===== config.mk =====
export PLATFORM = sky130hd
export DESIGN_NAME = mem_bus_arbiter
export DESIGN_NICKNAME = d
export VERILOG_FILES = /design/src/rtl/mem_bus_arbiter.sv
export SDC_FILE = /design/constraint.sdc
export NUM_CORES = 1
export LEC_CHECK = 0
export CAP_MARGIN = 25
export CORE_MARGIN = 3
export CORE_UTILIZATION = 40
export CTS_CLUSTER_DIAMETER = 120
export DETAILED_ROUTE_END_ITERATION = 16
export GPL_TIMING_DRIVEN = 0
export MAX_ROUTING_LAYER = met4
export PLACE_DENSITY = 0.66
export SLEW_MARGIN = 40
export SYNTH_ARGS = -nofsm -noshare
export SYNTH_HDL_FRONTEND = slang
export SYNTH_SLANG_ARGS = --single-unit
export TNS_END_PERCENT = 30

===== constraint.sdc =====
create_clock -name clk -period 3.4 [get_ports clk]
set_input_delay 0.68 -clock clk [delete_from_list [all_inputs] [get_ports clk]]
set_output_delay 0.68 -clock clk [all_outputs]
set_load 0.01 [all_outputs]

===== src/rtl/mem_bus_arbiter.sv =====
// Two-port round-robin arbiter and C2/A2/D2 line-bus sequencer.
// Grants one whole-line request at a time, drives the command and write beats,
// waits for the memory response with a timeout, and deserialises read lines.
module mem_bus_arbiter #(
  parameter int unsigned ADDR_W  = 15,
  parameter int unsigned DATA_W  = 16,
  parameter int unsigned BEATS   = 8,
  parameter int unsigned TIMEOUT = 255,
  localparam int unsigned LINE_W = DATA_W * BEATS
) (
  input  logic              clk,
  input  logic              RESET_N,
  input  logic              REQ0_VALID,
  input  logic              REQ0_WR,
  input  logic [ADDR_W-1:0] REQ0_ADDR,
  input  logic [LINE_W-1:0] REQ0_WLINE,
  input  logic              REQ1_VALID,
  input  logic              REQ1_WR,
  input  logic [ADDR_W-1:0] REQ1_ADDR,
  input  logic [LINE_W-1:0] REQ1_WLINE,
  output logic              GNT0,
  output logic              GNT1,
  output logic              DONE0,
  output logic              DONE1,
  output logic              ERR,
  output logic [LINE_W-1:0] RLINE,
  output logic [1:0]        C2_OUT,
  output logic              C2_OE,
  output logic [ADDR_W-1:0] A2,
  output logic [DATA_W-1:0] D2_OUT,
  output logic              D2_OE,
  input  logic [1:0]        C2_IN,
  input  logic [DATA_W-1:0] D2_IN
);

  localparam int unsigned BEAT_W = (BEATS > 1) ? $clog2(BEATS) : 1;
  localparam int unsigned CNT_W  = $clog2(TIMEOUT + 1);
  localparam logic [BEAT_W-1:0] LAST_BEAT = BEAT_W'(BEATS - 1);
  localparam logic [CNT_W-1:0]  CNT_MAX   = CNT_W'(TIMEOUT);

  localparam logic [1:0] CMD_NOP   = 2'd0;
  localparam logic [1:0] CMD_READ  = 2'd2;
  localparam logic [1:0] CMD_WRITE = 2'd3;
  localparam logic [1:0] RSP_OK    = 2'd1;

  typedef enum logic [2:0] {StIdle, StCmd, StWait, StRbeat, StFin} state_t;

  state_t              r_state;
  logic                r_granted;  // grant pulse issued, CMD starts next cycle
  logic                r_last;     // port granted most recently
  logic                r_port;     // port owning the current transaction
  logic                r_wr;
  logic [ADDR_W-1:0]   r_addr;
  logic [LINE_W-1:0]   r_wline;
  logic [LINE_W-1:0]   r_buf;      // read beats collected so far
  logic [BEAT_W-1:0]   r_beat;
  logic [CNT_W-1:0]    r_cnt;
  logic                r_gnt0;
  logic                r_gnt1;
  logic                r_done0;
  logic                r_done1;
  logic                r_err;
  logic [LINE_W-1:0]   r_rline;
  logic [1:0]          r_c2_out;
  logic                r_c2_oe;
  logic [ADDR_W-1:0]   r_a2;
  logic [DATA_W-1:0]   r_d2_out;
  logic                r_d2_oe;

  logic                w_pick1;
  logic [BEAT_W-1:0]   w_next_beat;
  logic [DATA_W-1:0]   w_wbeat;
  logic [LINE_W-1:0]   w_rline_next;

  // Port 1 wins when alone, or on a tie when port 0 was granted last.
  assign w_pick1 = REQ1_VALID & (~REQ0_VALID | ~r_last);
  assign w_next_beat = r_beat + BEAT_W'(1);

  // Next write beat and the read buffer with the current D2_IN beat merged in.
  always_comb begin
    w_wbeat = r_wline[int'(w_next_beat) * DATA_W +: DATA_W];
    w_rline_next = r_buf;
    w_rline_next[int'(r_beat) * DATA_W +: DATA_W] = D2_IN;
  end

  // Sequencer FSM with registered bus and handshake outputs.
  always_ff @(posedge clk or negedge RESET_N) begin
    if (!RESET_N) begin
      r_state   <= StIdle;
      r_granted <= 1'b0;
      r_last    <= 1'b1;
      r_port    <= 1'b0;
      r_wr      <= 1'b0;
      r_addr    <= '0;
      r_wline   <= '0;
      r_buf     <= '0;
      r_beat    <= '0;
      r_cnt     <= '0;
      r_gnt0    <= 1'b0;
      r_gnt1    <= 1'b0;
      r_done0   <= 1'b0;
      r_done1   <= 1'b0;
      r_err     <= 1'b0;
      r_rline   <= '0;
      r_c2_out  <= CMD_NOP;
      r_c2_oe   <= 1'b0;
      r_a2      <= '0;
      r_d2_out  <= '0;
      r_d2_oe   <= 1'b0;
    end else begin
      r_gnt0  <= 1'b0;
      r_gnt1  <= 1'b0;
      r_done0 <= 1'b0;
      r_done1 <= 1'b0;
      unique case (r_state)
        StIdle: begin
          r_err <= 1'b0;
          if (r_granted) begin
            r_granted <= 1'b0;
            r_state   <= StCmd;
            r_beat    <= '0;
            r_c2_oe   <= 1'b1;
            r_c2_out  <= r_wr ? CMD_WRITE : CMD_READ;
            r_a2      <= r_addr;
            r_d2_oe   <= r_wr;
            r_d2_out  <= r_wr ? r_wline[DATA_W-1:0] : '0;
          end else if (REQ0_VALID || REQ1_VALID) begin
            r_granted <= 1'b1;
            r_port    <= w_pick1;
            r_last    <= w_pick1;
            r_gnt0    <= ~w_pick1;
            r_gnt1    <= w_pick1;
            r_wr      <= w_pick1 ? REQ1_WR    : REQ0_WR;
            r_addr    <= w_pick1 ? REQ1_ADDR  : REQ0_ADDR;
            r_wline   <= w_pick1 ? REQ1_WLINE : REQ0_WLINE;
          end
        end
        StCmd: begin
          if (r_wr && (r_beat != LAST_BEAT)) begin
            r_beat   <= w_next_beat;
            r_d2_out <= w_wbeat;
          end else begin
            r_state  <= StWait;
            r_beat   <= '0;
            r_cnt    <= '0;
            r_c2_oe  <= 1'b0;
            r_c2_out <= CMD_NOP;
            r_a2     <= '0;
            r_d2_oe  <= 1'b0;
            r_d2_out <= '0;
          end
        end
        StWait: begin
          if (C2_IN == RSP_OK) begin
            if (r_wr) begin
              r_state <= StFin;
              r_done0 <= ~r_port;
              r_done1 <= r_port;
            end else if (r_beat == LAST_BEAT) begin
              // Single-beat lines complete on the response itself.
              r_state <= StFin;
              r_rline <= w_rline_next;
              r_done0 <= ~r_port;
              r_done1 <= r_port;
            end else begin
              r_state <= StRbeat;
              r_buf   <= w_rline_next;
              r_beat  <= w_next_beat;
            end
          end else if (r_cnt == CNT_MAX) begin
            r_state <= StFin;
            r_err   <= 1'b1;
            r_done0 <= ~r_port;
            r_done1 <= r_port;
          end else begin
            r_cnt <= r_cnt + CNT_W'(1);
          end
        end
        StRbeat: begin
          if (r_beat == LAST_BEAT) begin
            r_state <= StFin;
            r_rline <= w_rline_next;
            r_done0 <= ~r_port;
            r_done1 <= r_port;
          end else begin
            r_buf  <= w_rline_next;
            r_beat <= w_next_beat;
          end
        end
        StFin: begin
          r_state <= StIdle;
          r_err   <= 1'b0;
        end
        default: r_state <= StIdle;
      endcase
    end
  end

  assign GNT0   = r_gnt0;
  assign GNT1   = r_gnt1;
  assign DONE0  = r_done0;
  assign DONE1  = r_done1;
  assign ERR    = r_err;
  assign RLINE  = r_rline;
  assign C2_OUT = r_c2_out;
  assign C2_OE  = r_c2_oe;
  assign A2     = r_a2;
  assign D2_OUT = r_d2_out;
  assign D2_OE  = r_d2_oe;

endmodule


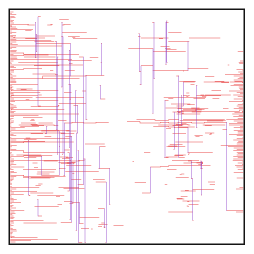
Fig. 1. Routed metal, one color a layer.
Drawn at 1 px/µm. Only two layers are drawn.
legend:
  metal 4:
    color: purple
    wire_length: 2640 µm
  metal 3:
    color: red
    wire_length: 5790 µm
Post-Route WL: 74.6 mm
GR Util All Layers: 27.7%

==> results_dict.tcl <==
# flow metrics
set metrics [dict create \
    syn_nets 2140 \
    use_met2_pct 45.5 \
    reg2reg_slack_ns 0.51 \
    vias_per_cell 5.58 \
    worst_clock_skew_ns 0.0234 \
    clkLatencyLatePin_ns 0.60 \
    maxCapViolCount 0 \
    cts_max_path_buffers 3 \
    rsz0062_at_grt "false" \
    grt_use_met1_pct 34.0 \
    arrival_ns 3.34 \
    synth_area_um2 20700 \
    total_power_mw 21.7 \
    seq_power_mw 8.03 \
    htreeDepth 2 \
    power_density_nw_per_um2 768 \
    final_cells 3089 \
    cpMostUsedCell "buf_2" \
    pg_comb_mw 8.11 \
    antenna_cells 18 \
    cts_setup_buffers 0 \
    dp.cells 2978 \
    cp_cell_sequence "buf_2 > inv_1 > ha_1 > buf_2 > buf_2 > buf_1 > mux4_2 > mux2i_1 > o22ai_1" \
    ff_count 455 \
    grt_antenna_before_repair 17 \
    wl_met1_mm 29.3 \
    mi_logic_area_um2 8520 \
    cts_tree "yes" \
    warnings 29 \
    dp_hpwl_mm 57.3 \
    cp.depth 9 \
    lay_top_cells "clkdlybuf4s50_1, dfrtp_1, a21oi_1" \
    ys_sh_aoi_pct 20.1 \
    wl_met3_mm 5.79 \
    p_sw_mw 7.47 \
    drt-pass1-iter-count 5 \
    max_stage_delay_ns 0.60 \
    tns_ns 0 \
    fp_util_pct 40.9 \
    netlist_instances 1823 \
    signal_buffers 630 \
    post_synth.cell_area_avg_um2 11.4 \
    largest_area_cell "dfrtp_1" \
    synth-area-yosys_um2 20700 \
    status "complete, no violations" \
    fin_hold_ws_ns 0.0153 \
    async_flop_share_pct 100 \
    yosys_most_used_dff "dfrtp_1" \
    internal-power_mw 14.2 \
    clockRootBuffer "clkbuf_16" \
    ctsHoldBuffers 0 \
    r2r_cells 9 \
    core_um2 50700 \
    clkCellAreaFrac_pct 5.88 \
    cts-resized-gates 0 \
    area_growth_pct 36.2 \
    pwr-share-seq_pct 37.0 \
    crit_required_ns 3.85 \
    max_freq_mhz 346 \
    post-route-period-util_pct 85.0 \
    worstReg2RegStart "r_beat[0]$_DFFE_PN0P_" \
    mux_share_pct 11.7 \
    relSlewSlack_pct 46.4 \
    final_layout_top_logic_cell "clkdlybuf4s50_1" \
    regArea_um2 11400 \
    r2r_end "D2_OUT[7]$_DFFE_PN0P_" \
    fin_nets 2675 \
    slew_viol_final 0 \
    drive_above_1_share_pct 11.9 \
    ys_seq_share_pct 54.9 \
    edf_count 0 \
    path_class "reg2reg" \
    worst_slew_pin_slew_ns 0.804 \
    endpoint "D2_OUT[7]$_DFFE_PN0P_" \
    critical_path.top_delay_family "buffers and inverters" \
    setup_viol 0 \
    grt_use_met3_pct 6.13 \
    wl_met2_mm 36.8 \
    seq_share_pct 40.4 \
    dieArea_um2 54600 \
    grt_pass1_wl_mm 110 \
    hold_path_class "in2async" \
    power.group.top "combinational logic" \
    setup_ws_ns 0.510 \
    nonClkBufAreaFrac_pct 20.3 \
    wl_per_cell_um 24.1 \
    io_pins 478 \
    row_count 82 \
    crit_buf_inv 5 \
    leakagePower_nw 13.5 \
    vdd_drop_max_mv 0.357 \
    dr.max_layer_used "met4" \
    cp_slowest_cell "buf_1" \
    grt_overflow 0 \
    p_comb_share_pct 37.4 \
    dominant_cells "sequential cells" \
    ant_nets 0 \
    die_y_um 234 \
    pre_cts_slack_ns 0.315 \
    yosys-top-cells-area "dfrtp_1, a22o_1, a21oi_1" \
    switching_share_pct 34.5 \
    finalHoldViolCount 0 \
    p_clk_share_pct 25.5 \
    simple_gate_share_pct 8.93 \
    drc_errors 0 \
    nWellTaps 672 \
]
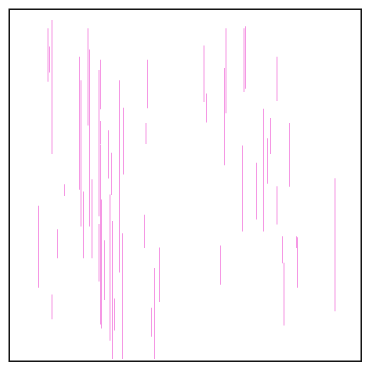
Fig. 2. Signal wires on met4.
Drawn at 1.5 px/µm.
wire length on this layer: 2640 µm
nets with wire on the layer: 38
vias: 17227

==> cell usage after synthesis, drive strengths merged (4+ instances only) <==
cell type  count
dfrtp        454
a21oi        214
nor2         203
a22o         150
a21o         136
buf          101
mux2i         92
nand2         88
o21ai         81
mux2          69
clkbuf        46
mux4          32
and2          19
and3          19
o22ai         19
nand3b        15
inv            9
ha             7
nand2b         6
nor2b          5
nand3          4
nor3           4
nor4           4
o2111ai        4
o211ai         4
==> sequential cells by signal, summed over array words and instances (netlist names) <==
name       cells
r_last         1
r_beat         3
r_cnt          8
r_wline      128
r_state        3
r_wr           1
GNT0           1
GNT1           1
DONE1          1
r_granted      1
C2_OUT         2
r_addr        15
ERR            1
r_buf        128
D2_OUT        16
RLINE        128
A2            15
DONE0          1
r_port         1
Power and IR drop assume default switching activity.
